Figure 1. M3 wires.
Scale: 2 px per um.
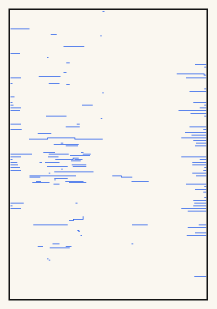
Figure 2. Routed metal, one color a layer.
Scale: 2 px per um. Two of the layers only.
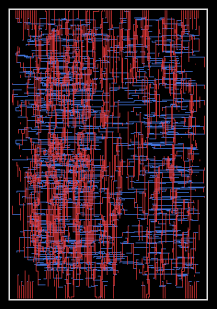
Figure 3. Placement view.
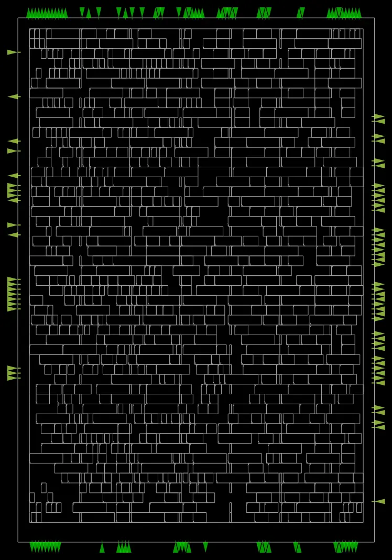
Figure 4. Sequential cells grouped by signal name.
Scale: 4 px per um. Other sequential cells in the stronger gray, the rest of the logic in the fainter gray.
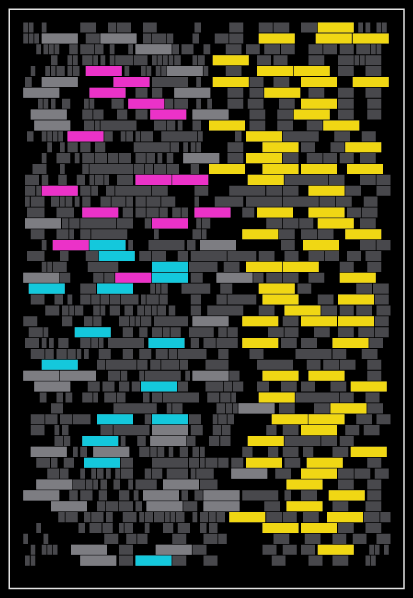
<file path="src/rtl/dpram_pkg.sv">
// rtl/dpram_pkg.sv - shared constants and types for engines around the 32x16K dual-port RAM
package dpram_pkg;

    localparam int RAM_ADDR_W = 14;
    localparam int RAM_DATA_W = 32;
    localparam int RAM_DEPTH  = 1 << RAM_ADDR_W;

    typedef enum logic [1:0] {
        IDLE,
        READ,
        DRAIN
    } rd_state_t;

    typedef logic [RAM_ADDR_W:0] rd_len_t;

endpackage

</file>
<file path="src/rtl/sync_fifo_small.sv">
// rtl/sync_fifo_small.sv - small register FIFO with combinational head, power-of-two depth
module sync_fifo_small #(
    parameter int DATA_W = 32,
    parameter int DEPTH  = 2,
    localparam int PTR_W = (DEPTH > 1) ? $clog2(DEPTH) : 1,
    localparam int CNT_W = $clog2(DEPTH + 1)
) (
    input  logic              clk,
    input  logic              rst_n,
    input  logic              push,
    input  logic [DATA_W-1:0] push_data,
    input  logic              pop,
    output logic [DATA_W-1:0] pop_data,
    output logic [CNT_W-1:0]  count,
    output logic              full,
    output logic              empty
);

    logic [DATA_W-1:0] mem [DEPTH];
    logic [PTR_W-1:0]  wr_ptr;
    logic [PTR_W-1:0]  rd_ptr;
    logic [CNT_W-1:0]  cnt_q;
    logic              do_push;
    logic              do_pop;

    assign empty    = (cnt_q == '0);
    assign full     = (cnt_q == CNT_W'(DEPTH));
    assign count    = cnt_q;
    assign pop_data = mem[rd_ptr];
    assign do_pop   = pop && !empty;
    // A full FIFO still accepts a push when the head leaves in the same cycle.
    assign do_push  = push && (!full || do_pop);

    always_ff @(posedge clk or negedge rst_n) begin
        if (!rst_n) begin
            wr_ptr <= '0;
            rd_ptr <= '0;
            cnt_q  <= '0;
            for (int i = 0; i < DEPTH; i++) begin
                mem[i] <= '0;
            end
        end else begin
            if (do_push) begin
                mem[wr_ptr] <= push_data;
                wr_ptr      <= wr_ptr + 1'b1;
            end
            if (do_pop) begin
                rd_ptr <= rd_ptr + 1'b1;
            end
            case ({do_push, do_pop})
                2'b10:   cnt_q <= cnt_q + 1'b1;
                2'b01:   cnt_q <= cnt_q - 1'b1;
                default: cnt_q <= cnt_q;
            endcase
        end
    end

endmodule

</file>
<file path="src/rtl/dpram_stream_reader.sv">
// rtl/dpram_stream_reader.sv - drains an address window of the dual-port RAM through port B
module dpram_stream_reader
    import dpram_pkg::*;
#(
    parameter int ADDR_W     = RAM_ADDR_W,
    parameter int DATA_W     = RAM_DATA_W,
    parameter int FIFO_DEPTH = 2
) (
    input  logic              clk,
    input  logic              rst_n,
    input  logic              start,
    input  logic [ADDR_W-1:0] base_addr,
    input  logic [ADDR_W:0]   len,
    output logic              busy,
    output logic              done,
    output logic [ADDR_W-1:0] ram_addr,
    output logic              ram_we,
    output logic [DATA_W-1:0] ram_din,
    input  logic [DATA_W-1:0] ram_dout,
    output logic [DATA_W-1:0] m_data,
    output logic              m_valid,
    input  logic              m_ready,
    output logic              m_last
);

    localparam int CNT_W = $clog2(FIFO_DEPTH + 1);
    localparam int OCC_W = CNT_W + 1;
    localparam logic [ADDR_W:0] ONE = (ADDR_W + 1)'(1);

    rd_state_t         state_q;
    rd_state_t         state_d;
    logic [ADDR_W-1:0] addr_q;
    logic [ADDR_W-1:0] last_addr_q;
    logic [ADDR_W:0]   issue_cnt;
    logic [ADDR_W:0]   pop_cnt;
    logic              inflight_q;
    logic              done_q;
    logic              done_d;
    logic              accept;
    logic              issue;
    logic              pop;
    logic [CNT_W-1:0]  fifo_count;
    logic              fifo_full;
    logic              fifo_empty;
    logic [OCC_W-1:0]  occupancy;
    logic [OCC_W-1:0]  credit_limit;

    // A start coinciding with done is dropped: the previous command is still finishing.
    assign accept       = start && (state_q == IDLE) && !done_q;
    assign pop          = m_valid && m_ready;
    // Credits count FIFO entries plus the read in flight; a same-cycle pop frees one slot.
    assign occupancy    = OCC_W'(fifo_count) + OCC_W'(inflight_q);
    assign credit_limit = OCC_W'(FIFO_DEPTH) + OCC_W'(pop);
    assign issue        = (state_q == READ) && (issue_cnt != '0) &&
                          (occupancy < credit_limit) && (!fifo_full || pop);

    assign busy     = (state_q != IDLE);
    assign done     = done_q;
    assign ram_addr = issue ? addr_q : last_addr_q;
    assign ram_we   = 1'b0;
    assign ram_din  = '0;
    assign m_valid  = !fifo_empty;
    assign m_last   = m_valid && (pop_cnt == ONE);

    always_comb begin
        state_d = state_q;
        done_d  = 1'b0;
        case (state_q)
            IDLE: begin
                if (accept && (len == '0)) begin
                    done_d = 1'b1;
                end else if (accept) begin
                    state_d = READ;
                end
            end
            READ: begin
                if (issue && (issue_cnt == ONE)) begin
                    state_d = DRAIN;
                end
            end
            DRAIN: begin
                if (pop && (pop_cnt == ONE)) begin
                    state_d = IDLE;
                    done_d  = 1'b1;
                end
            end
            default: state_d = IDLE;
        endcase
    end

    always_ff @(posedge clk or negedge rst_n) begin
        if (!rst_n) begin
            state_q     <= IDLE;
            done_q      <= 1'b0;
            inflight_q  <= 1'b0;
            addr_q      <= '0;
            last_addr_q <= '0;
            issue_cnt   <= '0;
            pop_cnt     <= '0;
        end else begin
            state_q    <= state_d;
            done_q     <= done_d;
            inflight_q <= issue;
            if (accept && (len != '0)) begin
                addr_q    <= base_addr;
                issue_cnt <= len;
                pop_cnt   <= len;
            end else begin
                if (issue) begin
                    addr_q      <= addr_q + 1'b1;
                    last_addr_q <= addr_q;
                    issue_cnt   <= issue_cnt - 1'b1;
                end
                if (pop) begin
                    pop_cnt <= pop_cnt - 1'b1;
                end
            end
        end
    end

    sync_fifo_small #(
        .DATA_W (DATA_W),
        .DEPTH  (FIFO_DEPTH)
    ) u_fifo (
        .clk       (clk),
        .rst_n     (rst_n),
        .push      (inflight_q),
        .push_data (ram_dout),
        .pop       (pop),
        .pop_data  (m_data),
        .count     (fifo_count),
        .full      (fifo_full),
        .empty     (fifo_empty)
    );

endmodule

</file>
<file path="config.mk">
export PLATFORM = sky130hd
export DESIGN_NAME = dpram_stream_reader
export DESIGN_NICKNAME = d
export VERILOG_FILES = /design/src/rtl/dpram_pkg.sv /design/src/rtl/sync_fifo_small.sv /design/src/rtl/dpram_stream_reader.sv
export SDC_FILE = /design/constraint.sdc
export NUM_CORES = 1
export LEC_CHECK = 0
export CAP_MARGIN = 25
export CORE_ASPECT_RATIO = 1.5
export CORE_MARGIN = 3
export CORE_UTILIZATION = 51
export DETAILED_ROUTE_END_ITERATION = 8
export PLACE_DENSITY_LB_ADDON = 0.05
export REMOVE_ABC_BUFFERS = 1
export SKIP_CTS_REPAIR_TIMING = 1
export SYNTH_ARGS = -nofsm -noshare
export SYNTH_HDL_FRONTEND = slang
export SYNTH_SLANG_ARGS = --single-unit
</file>
<file path="constraint.sdc">
create_clock -name clk -period 2.45 [get_ports clk]
set_input_delay 0.245 -clock clk [delete_from_list [all_inputs] [get_ports clk]]
set_output_delay 0.245 -clock clk [all_outputs]
set_load 0.005 [all_outputs]
</file>
==> reports/writeup.txt <==
The worst setup slack for register-to-register paths was 0.12 ns. The tools report the number of logic gates as 428. The slowest stage of the critical path belongs to the cell sky130_fd_sc_hd__dfrtp_1. The minimum setup slack after placement was -0.07961 ns. The cell taking the most area after synthesis was sky130_fd_sc_hd__dfrtp_1. In the synthesized netlist the async set-or-reset flop fraction comes to 100.0%. In this run the number of H-tree levels came out at 4. The combinational logic power came out at 6.41 mW. The run finished with clean final reports. The run gives 594 as the number of standard cells after synthesis. Post-layout period usage of the worst path: 97.78%.

Of the total synthesized cell area, the portion taken by AND, OR, NAND and NOR gates is 15.18%. The first global-routing pass estimated 25440 um of wire. The area of the die was 14200 sq um. By startpoint and endpoint, the worst setup path is classified as flop to primary output.

Yosys reports a chip area of 6519 sq um. The layout report lists the multi-input gate area as 3109 sq um. Per the timing report, the most critical flop-to-flop path finishes at addr_q[12]. The met2 usage is 40.46%, and the clock distribution power is 2.69 mW. The kind of path behind the tightest hold check was input port to async pin.

The routed design shows a wire length per standard cell of 17.80 um. Ranked by total area, the top cell class in this layout is flip-flops and latches. The detailed-route vias per instance was 5.553. The critical path startpoint category was a flop. Family with the most delay on the worst path: simple AND/OR/NAND/NOR gates. For this run the detailed placement stage logged an HPWL of 11040 um. In this run the horizontal extent of the chip is 98.31 um. Port buffering added 114 buffers. The timing-limited maximum frequency came out at 417.4 MHz.

The final layout contains 825 nets. Setup slack on the critical path of the routed design comes to 0.05449 ns. The most heavily used metal layer in global routing was met2.

The worst slack on hold paths was 0.3910 ns. The later pin in the worst-skew pair is clocked with a latency of 0.41 ns. Cell area power density: 1473 nW/um^2.

Measured against the total synthesized area, the mux share comes to 17.08%. The synth_stat.txt file lists the number of cells as 594. With the share of cell area taken by multi-input logic gates at 35.01%, the clock tree buffer depth is 2. Of all the cell area in the finished design, non-clock buffers hold 18.68%.

The highest metal layer carrying signal wires in the routed design is met4. The internal power of the cells came out at 8.535 mW. u_fifo.mem holds more flip-flops than any other register. With the synthesis-to-finish area growth at 36.24%, the final-layout clock-cell area share is 7.087%.

The cell sitting at the root of the clock tree is a sky130_fd_sc_hd__clkbuf_16. With the ratio of cells with drive above 1 in the final layout at 22.85%, the number of failing setup endpoints in the final timing report is 0. Setup repair after global routing could not meet its margin everywhere. The number of global-route vias before repair is 5257.

The number of DRC violations after detailed routing was 0; the number of buffer and inverter instances along the worst setup path was 4. The switching part of the total power was 34.77%. The count of yosys warnings during synthesis is 0.
## Picture notes: Figure 1
The layer carries 708 um of wire. The wires run mostly horizontal. 101 nets have wire on it. The longest straight run is 23.0 um.
total number of vias: 5120
final WL: 16420 um
global routing met3 resource utilization: 4.923%

## Picture notes: Figure 2
Key: red = metal 2 [wire length 8850 um]; blue = metal 1 [wire length 6410 um]

## Picture notes: Figure 3
tap cell count: 156
flop count: 130

## Picture notes: Figure 4
Key: yellow = u_fifo.mem [flops 64]; magenta = addr_q [flops 14]; cyan = issue_cnt [flops 15]
Another 37 sequential cells are not colored.
flop share of the area: 36.63%
post-route core utilization: 70.98%
FF/Latch Area: 3253 sq um
flip-flop and latch power: 3.99 mW

## per-stage QoR
stage | cell area (sq um) | instances
after detailed placement | 7936 | 873
final | 8881 | 922
after CTS | 8566 | 905
after global placement | 7936 | 873
after global routing | 8881 | 922
after floorplan | 6242 | 566
## cell usage after synthesis (7+ instances only)
cell,number
sky130_fd_sc_hd__a211oi_1,8
sky130_fd_sc_hd__a21oi_1,10
sky130_fd_sc_hd__a311oi_1,9
sky130_fd_sc_hd__a31oi_1,10
sky130_fd_sc_hd__buf_4,33
sky130_fd_sc_hd__clkbuf_1,16
sky130_fd_sc_hd__dfrtp_1,130
sky130_fd_sc_hd__ha_1,7
sky130_fd_sc_hd__inv_1,7
sky130_fd_sc_hd__mux2_1,60
sky130_fd_sc_hd__mux2_2,38
sky130_fd_sc_hd__nand2_1,76
sky130_fd_sc_hd__nand3_1,9
sky130_fd_sc_hd__nor2_1,36
sky130_fd_sc_hd__nor3_1,16
sky130_fd_sc_hd__nor4_1,10
sky130_fd_sc_hd__o21ai_1,8
sky130_fd_sc_hd__or4_1,9
sky130_fd_sc_hd__xnor2_1,13
## cell families (layout without fill, tap and decap cells)
group / after synthesis / in the layout
AOI/OAI and AO/OA: 73 / 73
other: 1 / 33
and+or+nand+nor: 200 / 200
buffers and inverters: 68 / 208
xor gates and xnor gates: 16 / 16
DFF: 130 / 130
adders and majority gates: 7 / 7
muxes: 99 / 99
## worst max path at each step
stage                          startpoint            to  cells after the start
after detailed placement          m_ready  ram_addr[13]                      9
final                        issue_cnt[1]  ram_addr[10]                     10
after CTS                    issue_cnt[1]  ram_addr[13]                      9
after global placement            m_ready  ram_addr[13]                      9
after global routing         issue_cnt[1]  ram_addr[10]                     10
after floorplan           u_fifo.count[0]    addr_q[11]                      7
Power figures rest on the tool's default switching activity, not on a simulated workload.
